===== config.mk =====
export PLATFORM = sky130hd
export DESIGN_NAME = mdu_ctrl
export DESIGN_NICKNAME = d
export VERILOG_FILES = /design/src/rtl/mdu_ctrl.sv
export SDC_FILE = /design/constraint.sdc
export NUM_CORES = 2
export LEC_CHECK = 0
export ABC_AREA = 1
export CAP_MARGIN = 10
export CORE_MARGIN = 2
export CORE_UTILIZATION = 50
export DETAILED_ROUTE_END_ITERATION = 16
export PLACE_DENSITY = 0.78
export SKIP_LAST_GASP = 1
export SYNTH_ARGS = -nofsm -noshare
export SYNTH_HDL_FRONTEND = slang
export SYNTH_SLANG_ARGS = --single-unit

===== constraint.sdc =====
create_clock -name clk -period 12 [get_ports clk]
set_input_delay 3 -clock clk [delete_from_list [all_inputs] [get_ports clk]]
set_output_delay 3 -clock clk [all_outputs]
set_load 0.1 [all_outputs]

===== src/rtl/mdu_ctrl.sv =====
// EXE-stage multiply/divide sequencer and owner of the architectural HI/LO pair.
// Multiply has fixed latency; divide is radix-2 restoring, one quotient bit per cycle.
module mdu_ctrl #(
  parameter int unsigned MUL_CYCLES = 2,
  parameter int unsigned DIV_CYCLES = 32
) (
  input  logic        clk,
  input  logic        rst,
  input  logic        exe_valid_in,
  input  logic [7:0]  exe_mult_div_op,
  input  logic [31:0] exe_src1_in,
  input  logic [31:0] exe_src2_in,
  input  logic        exe_go_in,
  input  logic        exe_cancel_in,
  output logic        mdu_ready_out,
  output logic        mdu_busy_out,
  output logic [31:0] mf_res_out,
  output logic [31:0] hi_out,
  output logic [31:0] lo_out
);

  localparam int unsigned CNT_MAX = (MUL_CYCLES > DIV_CYCLES) ? MUL_CYCLES : DIV_CYCLES;
  localparam int unsigned CNT_W   = $clog2(CNT_MAX + 1);

  typedef enum logic [1:0] {IDLE, MUL, DIV, DONE} state_t;

  state_t            state, state_nxt;
  logic [CNT_W-1:0]  cnt;
  logic [31:0]       opa, opb;
  logic [32:0]       rem;
  logic              sgn_op, q_neg, r_neg;
  logic [31:0]       tmp_hi, tmp_lo;
  logic [31:0]       hi, lo;

  logic        is_mul_op, is_div_op, signed_op, start;
  logic        mul_last, div_last;
  logic [31:0] abs1, abs2;
  logic [63:0] prod;
  logic [33:0] trial;
  logic        q_bit;
  logic [32:0] rem_nxt;
  logic [31:0] q_raw, q_fix, r_fix;

  assign is_mul_op = exe_mult_div_op[0] | exe_mult_div_op[1];
  assign is_div_op = exe_mult_div_op[2] | exe_mult_div_op[3];
  assign signed_op = exe_mult_div_op[0] | exe_mult_div_op[2];
  assign start     = exe_valid_in & (is_mul_op | is_div_op) & ~exe_cancel_in & (state == IDLE);
  assign mul_last  = (cnt == CNT_W'(MUL_CYCLES - 1));
  assign div_last  = (cnt == CNT_W'(DIV_CYCLES - 1));

  assign abs1 = (signed_op & exe_src1_in[31]) ? -exe_src1_in : exe_src1_in;
  assign abs2 = (signed_op & exe_src2_in[31]) ? -exe_src2_in : exe_src2_in;

  // Operands are extended straight to 64 bits; the low 64 product bits equal
  // those of the 33x33 sign/zero-extended product.
  always_comb begin
    prod = {{32{sgn_op & opa[31]}}, opa} * {{32{sgn_op & opb[31]}}, opb};
  end

  // One restoring step: opa shifts the dividend out MSB-first and the quotient in.
  always_comb begin
    trial   = {rem, opa[31]};
    q_bit   = (trial >= {2'b00, opb});
    rem_nxt = q_bit ? (trial[32:0] - {1'b0, opb}) : trial[32:0];
    q_raw   = {opa[30:0], q_bit};
    q_fix   = q_neg ? -q_raw : q_raw;
    r_fix   = r_neg ? -rem_nxt[31:0] : rem_nxt[31:0];
  end

  always_ff @(posedge clk) begin
    if (rst) state <= IDLE;
    else     state <= state_nxt;
  end

  always_comb begin
    state_nxt = state;
    if (exe_cancel_in) begin
      state_nxt = IDLE;
    end else begin
      case (state)
        IDLE:    if (start) state_nxt = is_mul_op ? MUL : DIV;
        MUL:     if (mul_last) state_nxt = DONE;
        DIV:     if (div_last) state_nxt = DONE;
        DONE:    if (exe_go_in) state_nxt = IDLE;
        default: state_nxt = IDLE;
      endcase
    end
  end

  always_comb begin
    mdu_ready_out = 1'b1;
    mdu_busy_out  = (state != IDLE);
    case (state)
      IDLE:    mdu_ready_out = ~start;
      MUL:     mdu_ready_out = 1'b0;
      DIV:     mdu_ready_out = 1'b0;
      DONE:    mdu_ready_out = 1'b1;
      default: mdu_ready_out = 1'b1;
    endcase
  end

  // A cancelled cycle touches nothing but the state register.
  always_ff @(posedge clk) begin
    if (rst) begin
      cnt    <= '0;
      opa    <= '0;
      opb    <= '0;
      rem    <= '0;
      sgn_op <= 1'b0;
      q_neg  <= 1'b0;
      r_neg  <= 1'b0;
      tmp_hi <= '0;
      tmp_lo <= '0;
      hi     <= '0;
      lo     <= '0;
    end else if (!exe_cancel_in) begin
      case (state)
        IDLE: begin
          if (start) begin
            cnt    <= '0;
            sgn_op <= signed_op;
            opa    <= is_mul_op ? exe_src1_in : abs1;
            opb    <= is_mul_op ? exe_src2_in : abs2;
            rem    <= '0;
            q_neg  <= signed_op & (exe_src1_in[31] ^ exe_src2_in[31]);
            r_neg  <= signed_op & exe_src1_in[31];
          end else if (exe_valid_in && exe_go_in) begin
            if (exe_mult_div_op[6]) hi <= exe_src1_in;
            if (exe_mult_div_op[7]) lo <= exe_src1_in;
          end
        end
        MUL: begin
          cnt <= cnt + 1'b1;
          if (mul_last) begin
            tmp_hi <= prod[63:32];
            tmp_lo <= prod[31:0];
          end
        end
        DIV: begin
          cnt <= cnt + 1'b1;
          rem <= rem_nxt;
          opa <= q_raw;
          if (div_last) begin
            tmp_lo <= q_fix;
            tmp_hi <= r_fix;
          end
        end
        DONE: begin
          if (exe_go_in) begin
            hi <= tmp_hi;
            lo <= tmp_lo;
          end
        end
        default: ;
      endcase
    end
  end

  always_comb begin
    mf_res_out = '0;
    if (exe_mult_div_op[4])      mf_res_out = hi;
    else if (exe_mult_div_op[5]) mf_res_out = lo;
  end

  assign hi_out = hi;
  assign lo_out = lo;

  // While busy, EXE is stalled on the mult/div that started it; nothing else may appear.
  a_no_new_op_while_busy: assert property (@(posedge clk) disable iff (rst)
    (state != IDLE && exe_valid_in && !exe_cancel_in) |-> (exe_mult_div_op[3:0] != 4'b0000));

endmodule


==> images/logic_types.png <==
(1.5 px per um)
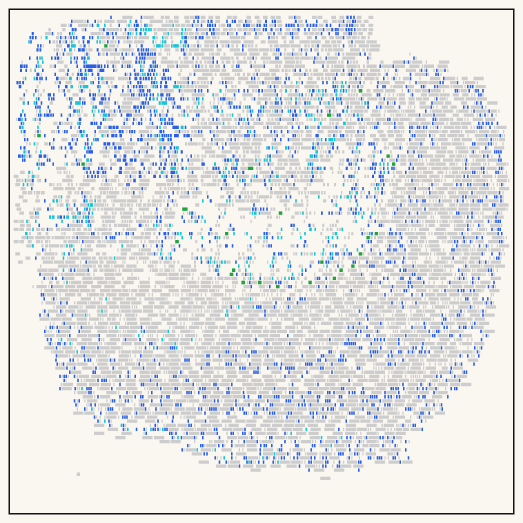
Blue marks nand cells, cells 2,101, most used nand2_1, where spread over the die. Green marks non-inverting ao/oa cells, cells 25, most used a21o_1. Cyan marks nor cells, cells 423, most used nor2_1.
Layout Cells excl Fill: 8,666
fraction of area in multi-input gates: 0.717
highest-count logic cell in the final layout: nand2_1

==> images/congestion.png <==
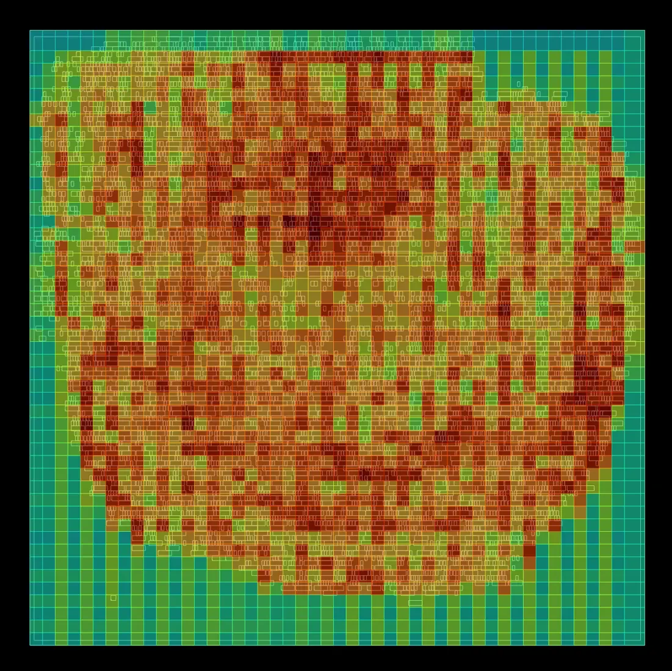
grt met1 use: 0.399
M3 GR Usage: 0.0446

==> images/layer_met4.png <==
(1.5 px per um) Supply wires on this layer in grey.
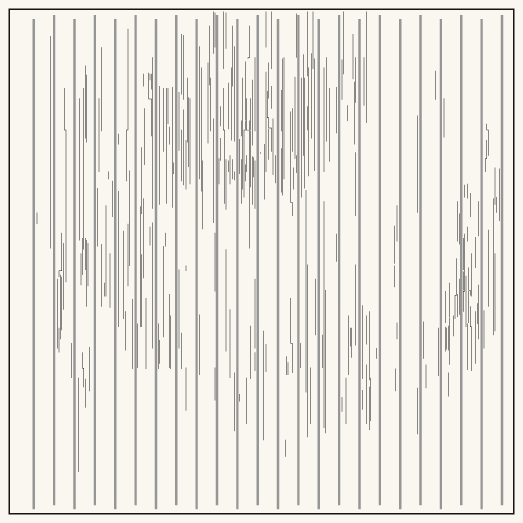
The wires run mostly vertical. The layer carries 9,710 um of wire.
DR vias: 47,900
post-detailed-routing wire length: 172,000 um

==> images/metal_density.png <==
(1 px per um) The die is cut into 34 by 34 equal tiles; white is low, dark blue is high, scaled to the fullest tile. Values are wire area over tile area, all layers added.
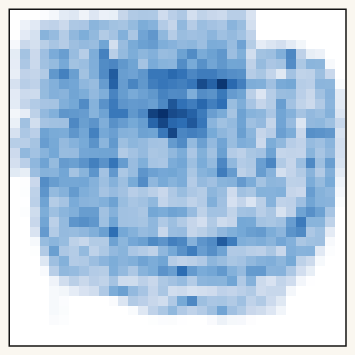
The emptiest ninth of the die: south-west. The fullest tile reaches 0.78. 19% of the tiles are nearly empty. The mean over all tiles is 0.26. The densest ninth of the die: north.
All-Layer GR Usage: 0.313
Avg WL per Cell: 19.8 um

==> images/detail.png <==
Window x 153 to 183, y 86 to 116 um. Cells in grey, sequential cells in the stronger grey; small squares are vias.
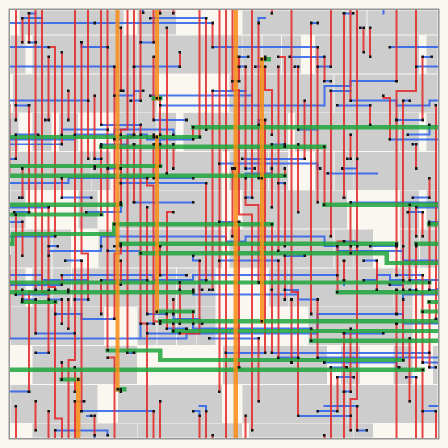
Red marks metal 2. Blue marks metal 1. Green marks metal 3. Orange marks metal 4.
Most frequent: fa_1 (28), inv_1 (22), nand2_1 (21). Sequential cells in the window: 0. 71 logic cells have their middle in the window.

through the flow:
stage,area [um2],total power (uW),utilization,cells
6_report,58400,3960,0.536,8666
3_5_place_dp,57500,3130,0.529,8621
5_1_grt,58400,4240,0.536,8666
3_3_place_gp,57500,3100,0.529,8621
4_1_cts,58400,3940,0.536,8666
2_1_floorplan,54900,2380,-,7341
worst paths after layout:
path / endpoint / slack [ns] / cells past startpoint
setup / recovery: tmp_hi[24]$_SDFFE_PP0P_ / 2.19 / 30
hold / removal: lo_out[0]$_SDFFE_PP0P_ / 0.49 / 2
setup reg to reg: tmp_hi[24]$_SDFFE_PP0P_ / 2.19 / 30
hold reg to reg: lo_out[0]$_SDFFE_PP0P_ / 0.49 / 2
==> impl_metrics.csv <==
group,metric,value,unit
logic_synthesis,edf_count,0,
route,drtIter0Drc,4263,
finish,seq_share,0.0809,
place,dp_hpwl,140000,um
logic_synthesis,netlist.area_leader.share,0.411,
setup_path,r2r-start,"opa[31]$_SDFFE_PP0P_",
logic_synthesis,netlist_instances,7341,
finish,fin_nets,8694,
power_and_ir_drop,seq_power,878,uW
logic_synthesis,synthArstFlopShare,0,
logic_synthesis,numSynthFlops,236,
route,topRoutingLayerUsed,"met5",
die,die_h,335,um
final_timing,maxSlewHeadroom,0.183,
finish,flops,236,
power_and_ir_drop,swShare,0.498,
run,max-cap-violations,0,
place,dp_slack,2.48,ns
logic_synthesis,ys_cells,7341,
place,globalplace.congestion,1.00,
final_timing,max_freq,102,MHz
logic_synthesis,yosysUniqueCellTypes,55,
grt,antenna_found_initial,2,
route,final_antenna_net_count,0,
die,rows,121,
logic_synthesis,syn_area,54900,um2
finish,layout.nonclk_buf_frac,0.0407,
clock_tree,cts_resized,0,
grt,grt_pass1_wl,277000,um
run,warnings,34,
grt,grt_pass1_vias,50400,
finish,final_layout_size_suffix_gt1_frac,0.0313,
die,fp_util,0.504,
final_timing,drv_slew,0,
logic_synthesis,aoi_share,0.0891,
finish,clkCellAreaFrac,0.0141,
route,routed_via_density,5.53,
finish,inverters,1820,
power_and_ir_drop,p_clk_frac,0.202,
finish,antenna_cells,0,
power_and_ir_drop,seq_power_share,0.222,
final_timing,hold_viol,0,
logic_synthesis,common_cells,"nand2_1 (1,823), inv_1 (1,808), fa_1 (1,126)",
setup_path,worstPathMaxFanout,35,
run_status,outcome,"finished, final reports clean",
finish,signal_buffers,259,
final_timing,setup-violations-final,0,
setup_path,critPathMaxStageDelay,0.83,ns
logic_synthesis,ys_sh_simple,0.188,
finish,regMostFlops,"rem",
power_and_ir_drop,leakagePower,0.0307,uW
clock_tree,clk_path_buf_depth,3,
power_and_ir_drop,ir_worst_vdd,97.2,uV
setup_path,critPathSlowestCell,"nand2_1",
logic_synthesis,ys_chip_area,54900,um2
clock_tree,cts_tree,"done",
power_and_ir_drop,top_power_group,"combinational logic",
final_timing,finalCriticalPeriod,9.81,ns
final_timing,skew,0.0121,ns
clock_tree,htree_levels,1,
die,floorplan.die.width,335,um
power_and_ir_drop,p_comb_frac,0.576,
clock_tree,clk_latency,0.56,ns
logic_synthesis,xor_area_frac,0.0155,
finish,fillers,10100,
grt,grt_overflow,0,
setup_path,crit_required,12.43,ns
logic_synthesis,avgSynthCellArea,7.48,um2
finish,regArea,4720,um2
setup_path,critPathArrivalTime,10.24,ns
clock_tree,cts_made_buffers,26,
setup_path,crit_type,"flop to flop",
final_timing,period_used_share,0.818,
place,port_buffers,174,
final_timing,finalWorstSetupSlack,2.19,ns
route,drc,0,
logic_synthesis,syn-num-nets,8800,
logic_synthesis,yosys_warnings,0,
logic_synthesis,adder_share,0.469,
setup_path,start_kind,"flop",
logic_synthesis,netlist_logic_family_top,"adder cells",
logic_synthesis,top_area_cell,"fa_1",
grt,top_usage_layer,"met2",
route,first_pass_iters,9,
finish,lay_top_cells,"nand2_1 (1,822), inv_1 (1,807), fa_1 (1,126), nor2_1 (332), o21ai_0 (312)",
final_timing,rsz0062_at_grt,"no",
finish,logic_area,41800,um2
finish,largestClassByArea,"multi-input combinational cells",
route,wl_met2,81800,um
finish,logic_gate_count,4892,
final_timing,fin_setup_tns,0,ns
route,met1_length,66100,um
grt,met2_usage,0.528,
power_and_ir_drop,p_int,1990,uW
logic_synthesis,synth-seq-area-share,0.0861,
route,wl_met3,14100,um
power_and_ir_drop,comb-power,2280,uW
clock_tree,clk_pin_slew,0.06,ns
finish,syn_to_final_growth,6.32,%
power_and_ir_drop,power.density,67.9,nW/um2
power_and_ir_drop,powerClk,800,uW
setup_path,crit_family,"adder cells",
clock_tree,clockRootBuffer,"clkbuf_16",
hold_path,min_from,"tmp_lo[0]$_SDFFE_PP0P_",
final_timing,whs,0.486,ns
grt,grt_start_max_net_pins,113,
finish,nClkBuffers,38,
clock_tree,cts.sinks,236,
logic_synthesis,post-synth-top-count-cell,"nand2_1",
die,io_pins,175,
setup_path,crit_path_frequent_cell,"fa_1",
setup_path,critPathBufInv,7,
logic_synthesis,synth.area.top_cells,"fa_1 (41%), nand2_1 (12%), inv_1 (12%)",
clock_tree,post_cts_buffers,0,
hold_path,hold_class,"flop to flop",
die,num_tap_cells,1414,
die,core_area,109000,um2
logic_synthesis,mux_area_frac,0,
power_and_ir_drop,p_sw,1970,uW
setup_path,startpoint,"opa[31]$_SDFFE_PP0P_",
final_timing,worst_slew_pin_slew,1.22,ns
finish,largest_reg_flops,33,
No activity file was given, so power comes from the tool's default toggle rates.
